**Clock routing**

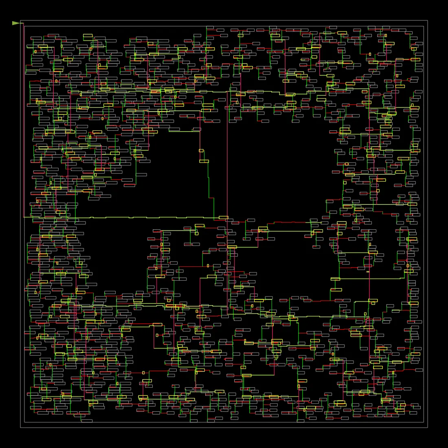
**Clock wires, drivers and flops**

The bar under the picture is 100 um long.
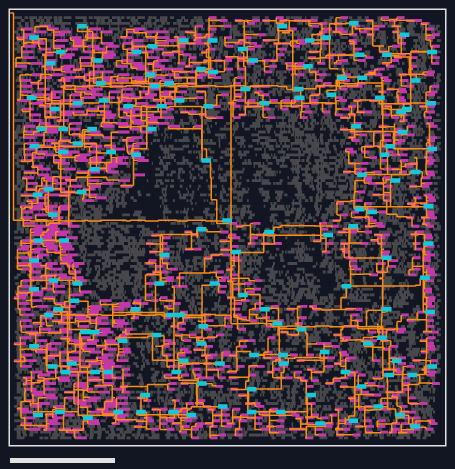
**Placed cells, one colour a class**

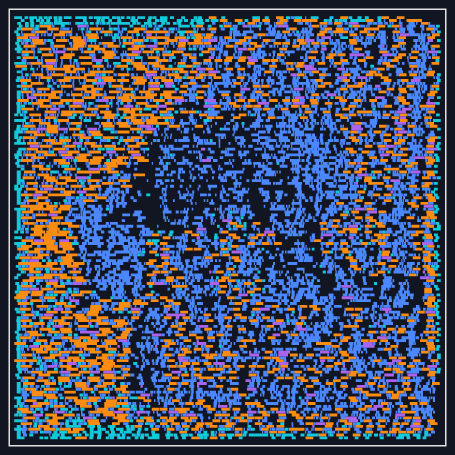
$ cat src/rtl/sha256_pkg.sv
// Shared SHA-256 types, round constants, initial hash values and the round helper functions.
// Pure declarations: no timing, no flow control.
package sha256_pkg;

    typedef logic [31:0] word_t;
    typedef logic [0:7][31:0] state8_t;   // index 0 = a / H0

    typedef enum logic [1:0] {
        ST_IDLE,
        ST_RUN,
        ST_FINAL,
        ST_DONE
    } state_t;

    localparam word_t K [0:63] = '{
        32'h428a2f98, 32'h71374491, 32'hb5c0fbcf, 32'he9b5dba5, 32'h3956c25b, 32'h59f111f1, 32'h923f82a4, 32'hab1c5ed5,
        32'hd807aa98, 32'h12835b01, 32'h243185be, 32'h550c7dc3, 32'h72be5d74, 32'h80deb1fe, 32'h9bdc06a7, 32'hc19bf174,
        32'he49b69c1, 32'hefbe4786, 32'h0fc19dc6, 32'h240ca1cc, 32'h2de92c6f, 32'h4a7484aa, 32'h5cb0a9dc, 32'h76f988da,
        32'h983e5152, 32'ha831c66d, 32'hb00327c8, 32'hbf597fc7, 32'hc6e00bf3, 32'hd5a79147, 32'h06ca6351, 32'h14292967,
        32'h27b70a85, 32'h2e1b2138, 32'h4d2c6dfc, 32'h53380d13, 32'h650a7354, 32'h766a0abb, 32'h81c2c92e, 32'h92722c85,
        32'ha2bfe8a1, 32'ha81a664b, 32'hc24b8b70, 32'hc76c51a3, 32'hd192e819, 32'hd6990624, 32'hf40e3585, 32'h106aa070,
        32'h19a4c116, 32'h1e376c08, 32'h2748774c, 32'h34b0bcb5, 32'h391c0cb3, 32'h4ed8aa4a, 32'h5b9cca4f, 32'h682e6ff3,
        32'h748f82ee, 32'h78a5636f, 32'h84c87814, 32'h8cc70208, 32'h90befffa, 32'ha4506ceb, 32'hbef9a3f7, 32'hc67178f2
    };

    localparam state8_t IV256 = {32'h6a09e667, 32'hbb67ae85, 32'h3c6ef372, 32'ha54ff53a,
                                 32'h510e527f, 32'h9b05688c, 32'h1f83d9ab, 32'h5be0cd19};
    localparam state8_t IV224 = {32'hc1059ed8, 32'h367cd507, 32'h3070dd17, 32'hf70e5939,
                                 32'hffc00b31, 32'h68581511, 32'h64f98fa7, 32'hbefa4fa4};

    function automatic word_t rotr(input word_t x, input int unsigned n);
        return (x >> n) | (x << (32 - n));
    endfunction

    function automatic word_t Sigma0(input word_t x);
        return rotr(x, 2) ^ rotr(x, 13) ^ rotr(x, 22);
    endfunction

    function automatic word_t Sigma1(input word_t x);
        return rotr(x, 6) ^ rotr(x, 11) ^ rotr(x, 25);
    endfunction

    function automatic word_t sigma0(input word_t x);
        return rotr(x, 7) ^ rotr(x, 18) ^ (x >> 3);
    endfunction

    function automatic word_t sigma1(input word_t x);
        return rotr(x, 17) ^ rotr(x, 19) ^ (x >> 10);
    endfunction

    function automatic word_t Ch(input word_t e, input word_t f, input word_t g);
        return (e & f) ^ (~e & g);
    endfunction

    function automatic word_t Maj(input word_t a, input word_t b, input word_t c);
        return (a & b) ^ (a & c) ^ (b & c);
    endfunction

endpackage

$ cat src/rtl/sha256_round.sv
// One combinational SHA-256 compression round on the a..h working set.
// Zero latency, no flow control; chained UNROLL times by the sequencer.
module sha256_round
    import sha256_pkg::*;
(
    input  state8_t i_st,
    input  word_t   i_k,
    input  word_t   i_w,
    output state8_t o_st
);

    word_t w_t1;
    word_t w_t2;

    always_comb begin
        w_t1 = i_st[7] + Sigma1(i_st[4]) + Ch(i_st[4], i_st[5], i_st[6]) + i_k + i_w;
        w_t2 = Sigma0(i_st[0]) + Maj(i_st[0], i_st[1], i_st[2]);
        o_st = {w_t1 + w_t2, i_st[0], i_st[1], i_st[2], i_st[3] + w_t1, i_st[4], i_st[5], i_st[6]};
    end

endmodule

$ cat src/rtl/sha256_seq.sv
// Iterative SHA-256 block sequencer, UNROLL rounds/clock; digest valid 64/UNROLL+1 edges after accept, held until out_ready.
// SHA256_SEQ_SHA224_EN adds in_sha224 to select the SHA-224 IV and truncate the digest.
module sha256_seq
    import sha256_pkg::*;
#(
    parameter int UNROLL = 1
) (
    input  logic         clk,
    input  logic         reset,
    input  logic         in_valid,
    output logic         in_ready,
    input  logic         in_first,
`ifdef SHA256_SEQ_SHA224_EN
    input  logic         in_sha224,
`endif
    input  logic [0:511] in_block,
    output logic         out_valid,
    input  logic         out_ready,
    output logic [0:255] digest
);

    if (UNROLL != 1 && UNROLL != 2 && UNROLL != 4) begin : g_bad_unroll
        $error("sha256_seq: UNROLL must be 1, 2 or 4");
    end

    state_t     r_state;
    state_t     w_state_nxt;
    state8_t    r_h;
    state8_t    r_v;
    state8_t    r_digest;
    word_t      r_w [16];
    logic [5:0] r_cnt;
    logic       w_accept;
    state8_t    w_iv;
    state8_t    w_h_new;
    state8_t    w_dig_new;
    word_t      w_ext [16+UNROLL];
    word_t      w_k [UNROLL];
    state8_t    w_chain [UNROLL+1];

`ifdef SHA256_SEQ_SHA224_EN
    logic r_sha224;
    assign w_iv = in_sha224 ? IV224 : IV256;
`else
    assign w_iv = IV256;
`endif

    // Extended schedule window: entries 16.. are the words needed by this cycle's rounds.
    for (genvar i = 0; i < 16; i++) begin : g_win
        assign w_ext[i] = r_w[i];
    end
    for (genvar k = 0; k < UNROLL; k++) begin : g_sched
        assign w_ext[16+k] = sigma1(w_ext[14+k]) + w_ext[9+k] + sigma0(w_ext[1+k]) + w_ext[k];
    end

    assign w_chain[0] = r_v;
    for (genvar j = 0; j < UNROLL; j++) begin : g_round
        assign w_k[j] = K[r_cnt + 6'(j)];
        sha256_round u_round (
            .i_st (w_chain[j]),
            .i_k  (w_k[j]),
            .i_w  (w_ext[j]),
            .o_st (w_chain[j+1])
        );
    end

    for (genvar i = 0; i < 8; i++) begin : g_hadd
        assign w_h_new[i] = r_h[i] + r_v[i];
    end

    always_comb begin
        w_dig_new = w_h_new;
`ifdef SHA256_SEQ_SHA224_EN
        if (r_sha224) begin
            w_dig_new[7] = '0;
        end
`endif
    end

    always_ff @(posedge clk) begin
        if (reset) begin
            r_state <= ST_IDLE;
        end else begin
            r_state <= w_state_nxt;
        end
    end

    always_comb begin
        w_state_nxt = r_state;
        in_ready    = 1'b0;
        out_valid   = 1'b0;
        w_accept    = 1'b0;
        case (r_state)
            ST_IDLE: begin
                in_ready = 1'b1;
                if (in_valid) begin
                    w_accept    = 1'b1;
                    w_state_nxt = ST_RUN;
                end
            end
            ST_RUN: begin
                if (r_cnt == 6'(64 - UNROLL)) begin
                    w_state_nxt = ST_FINAL;
                end
            end
            ST_FINAL: w_state_nxt = ST_DONE;
            ST_DONE: begin
                out_valid = 1'b1;
                if (out_ready) begin
                    w_state_nxt = ST_IDLE;
                end
            end
            default: w_state_nxt = ST_IDLE;
        endcase
    end

    always_ff @(posedge clk) begin
        if (reset) begin
            r_h      <= IV256;
            r_v      <= '0;
            r_digest <= '0;
            r_cnt    <= '0;
            for (int i = 0; i < 16; i++) begin
                r_w[i] <= '0;
            end
`ifdef SHA256_SEQ_SHA224_EN
            r_sha224 <= 1'b0;
`endif
        end else begin
            case (r_state)
                ST_IDLE: begin
                    if (w_accept) begin
                        for (int i = 0; i < 16; i++) begin
                            r_w[i] <= in_block[i*32 +: 32];
                        end
                        if (in_first) begin
                            r_h <= w_iv;
                            r_v <= w_iv;
`ifdef SHA256_SEQ_SHA224_EN
                            r_sha224 <= in_sha224;
`endif
                        end else begin
                            r_v <= r_h;
                        end
                        r_cnt <= '0;
                    end
                end
                ST_RUN: begin
                    r_v <= w_chain[UNROLL];
                    for (int i = 0; i < 16; i++) begin
                        r_w[i] <= w_ext[i+UNROLL];
                    end
                    r_cnt <= r_cnt + 6'(UNROLL);
                end
                ST_FINAL: begin
                    r_h      <= w_h_new;
                    r_digest <= w_dig_new;
                end
                default: ;
            endcase
        end
    end

    assign digest = r_digest;

endmodule
$ cat config.mk
export PLATFORM = sky130hd
export DESIGN_NAME = sha256_seq
export DESIGN_NICKNAME = d
export VERILOG_FILES = /design/src/rtl/sha256_pkg.sv /design/src/rtl/sha256_round.sv /design/src/rtl/sha256_seq.sv
export SDC_FILE = /design/constraint.sdc
export NUM_CORES = 2
export LEC_CHECK = 0
export CAP_MARGIN = 15
export CELL_PAD_IN_SITES_DETAIL_PLACEMENT = 0
export CELL_PAD_IN_SITES_GLOBAL_PLACEMENT = 1
export CORE_MARGIN = 4
export CORE_UTILIZATION = 48
export DETAILED_ROUTE_END_ITERATION = 8
export MAX_ROUTING_LAYER = met4
export PLACE_DENSITY_LB_ADDON = 0.1
export SLEW_MARGIN = 10
export SYNTH_ARGS = -nofsm -noshare
export SYNTH_HDL_FRONTEND = slang
export SYNTH_SLANG_ARGS = --single-unit
$ cat constraint.sdc
create_clock -name clk -period 25.1 [get_ports clk]
set_input_delay 6.275 -clock clk [delete_from_list [all_inputs] [get_ports clk]]
set_output_delay 6.275 -clock clk [all_outputs]
set_load 0.005 [all_outputs]
==> flow_summary.html <==
<h3>Flow metrics</h3>
<table>
<tr><th>Metric</th><th>Value</th></tr>
<tr><th colspan="2">Run status</th></tr>
<tr><td>Outcome</td><td>completed</td></tr>
<tr><th colspan="2">Logic synthesis</th></tr>
<tr><td>Synth top area share</td><td>0.196</td></tr>
<tr><td>EDFF count, synth</td><td>roughly 510</td></tr>
<tr><td>Ys cells</td><td>8695</td></tr>
<tr><td>Prevailing post-synth register cell</td><td>dfxtp_1</td></tr>
<tr><td>Area of the mapped netlist</td><td>79100 um2</td></tr>
<tr><td>Cell variety after synth</td><td>85</td></tr>
<tr><td>Synth area leader</td><td>dfxtp_1</td></tr>
<tr><th colspan="2">Detailed routing</th></tr>
<tr><td>Total wire length</td><td>330000 um</td></tr>
<tr><td>Via count</td><td>69800</td></tr>
<tr><th colspan="2">Layout</th></tr>
<tr><td>Layout Cell Area excl Fill</td><td>93400 um2</td></tr>
<tr><td>Final Net Count</td><td>10300</td></tr>
<tr><td>Most frequent logic cell in the layout</td><td>nand2_1</td></tr>
<tr><td>Area growth, synth to finish</td><td>18.1%</td></tr>
<tr><th colspan="2">Critical path</th></tr>
<tr><td>Crit-path slowest cell</td><td>ha_1</td></tr>
<tr><td>Worst Setup Path Type</td><td>flop to flop</td></tr>
<tr><td>Data required time at the worst endpoint</td><td>25.79 ns</td></tr>
<tr><th colspan="2">Floorplanning</th></tr>
<tr><td>CORE AREA</td><td>between 150000 and 200000 um2</td></tr>
<tr><td>Die height</td><td>414 um</td></tr>
<tr><td>Floorplan core density</td><td>0.484</td></tr>
<tr><th colspan="2">Timing</th></tr>
<tr><td>Worst clock skew</td><td>0.0328 ns</td></tr>
<tr><td>FMAX</td><td>around 99 MHz</td></tr>
<tr><td>Final slew viol count</td><td>0</td></tr>
<tr><td>Number of setup violations in the final report</td><td>0</td></tr>
<tr><th colspan="2">Clocking</th></tr>
<tr><td>Clock tree from TritonCTS</td><td>yes</td></tr>
<tr><td>Post-cts resize count</td><td>0</td></tr>
<tr><td>Clock slew at the register clock pins of the worst setup and hold paths</td><td>0.06 ns</td></tr>
<tr><td>Longest Clk Path Bufs</td><td>3</td></tr>
<tr><td>Post-CTS Setup Bufs</td><td>0</td></tr>
<tr><td>Max H-tree Level</td><td>4</td></tr>
<tr><td>Sinks on Clock Net</td><td>1288</td></tr>
<tr><th colspan="2">Worst hold path</th></tr>
<tr><td>Hold crit path type</td><td>flop to flop</td></tr>
<tr><th colspan="2">Global route</th></tr>
<tr><td>Global-route wire length before repair</td><td>about 460000 um</td></tr>
</table>
About 'clock routing':
number of buffers created by CTS: 149
Seq Cell Count: 1288
final-layout clock buffer total: 207

About 'clock wires, drivers and flops':
Key: magenta = flip-flops [count 1288]; cyan = clock-net drivers [count 149]; orange = clock wires [length 18000 um]
Position of the flops: widely spread. There are 150 routed clock nets.
clk ins delay skew pair: 0.82 ns

About 'placed cells, one colour a class':
Key: blue = remaining logic cells [cells 6826, share of their area 51%]; cyan = remaining buffers and delay cells [cells 881, share of their area 9.5%]; purple = clock drivers and dummy loads [cells 268, share of their area 5.4%]; orange = sequential cells [cells 1288, share of their area 34%]
Row Count: 148
Finished Core Util: 0.572

worst paths after layout:
path / from / endpoint / slack, ns / depth (start not counted)
hold reg to reg: digest[153] / digest[153] / 0.46 / 2
hold / removal: digest[153] / digest[153] / 0.46 / 2
setup / recovery: r_cnt[0] / r_v[250] / 14.98 / 35
setup reg to reg: r_cnt[0] / r_v[250] / 14.98 / 35
stage by stage:
step,hold WS [ns],cells,utilization
2_1_floorplan,0.445,8695,-
3_3_place_gp,0.456,11200,0.541
3_5_place_dp,0.458,11200,0.541
4_1_cts,0.467,11400,0.571
5_1_grt,0.482,11500,0.572
6_report,0.464,11500,0.572
logic make-up (layout without fill, tap and decap cells):
group / count (synthesis) / after routing
buffers and inverters: 932 / 1500
muxes: 409 / 409
xor gates and xnor gates: 596 / 596
and+or+nand+nor: 2572 / 2572
other: 0 / 38
DFF: 1288 / 1288
AOI/OAI and AO/OA: 2278 / 2278
adders and majority gates: 620 / 620
Yosys cell counts, types with 75 or more instances:
cell type	count
a21oi_1	759
nor2_1	861
xnor2_1	448
a22oi_1	75
a211oi_1	195
o22ai_1	94
nor3_1	181
a21o_1	192
o211ai_1	143
nand3_1	84
and3_1	126
edfxtp_1	512
a22o_1	138
o21ai_0	271
inv_1	346
ha_1	403
xor2_1	148
mux2i_1	366
fa_1	195
dfxtp_1	776
nand2_1	1005
or3_1	129
clkbuf_1	510
cell type report:
cell class	instances	area [um2]
diodes	38	95.1
clock buffers	207	4220
clock inverters	61	697
fillers	14600	69900
inverters	351	1330
multi-input cells	6475	44800
flip-flops and latches	1288	30900
well taps	2175	2720
repair buffers	881	8600
critical path: cells and delay by family, from the launching register on:
family          cells  cell delay, ns
fa+ha+maj           6            3.21
compound gates     14            2.79
simple gates        9            1.79
buf+inv             4            1.05
xor+xnor            2            0.79
flops               1            0.31
registers in the layout (all words and copies together), names as in the netlist:
signal / flops
r_cnt: 6
r_h: 256
r_v: 256
r_state: 2
r_w: 512
digest: 256
per-layer routing:
metal	global-route usage	vias up	share of wire
li1	-	31900	-
met1	0.475	33900	0.40
met3	0.0919	669	0.092
met5	-	-	0
met4	0.185	0	0.057
met2	0.588	3302	0.46
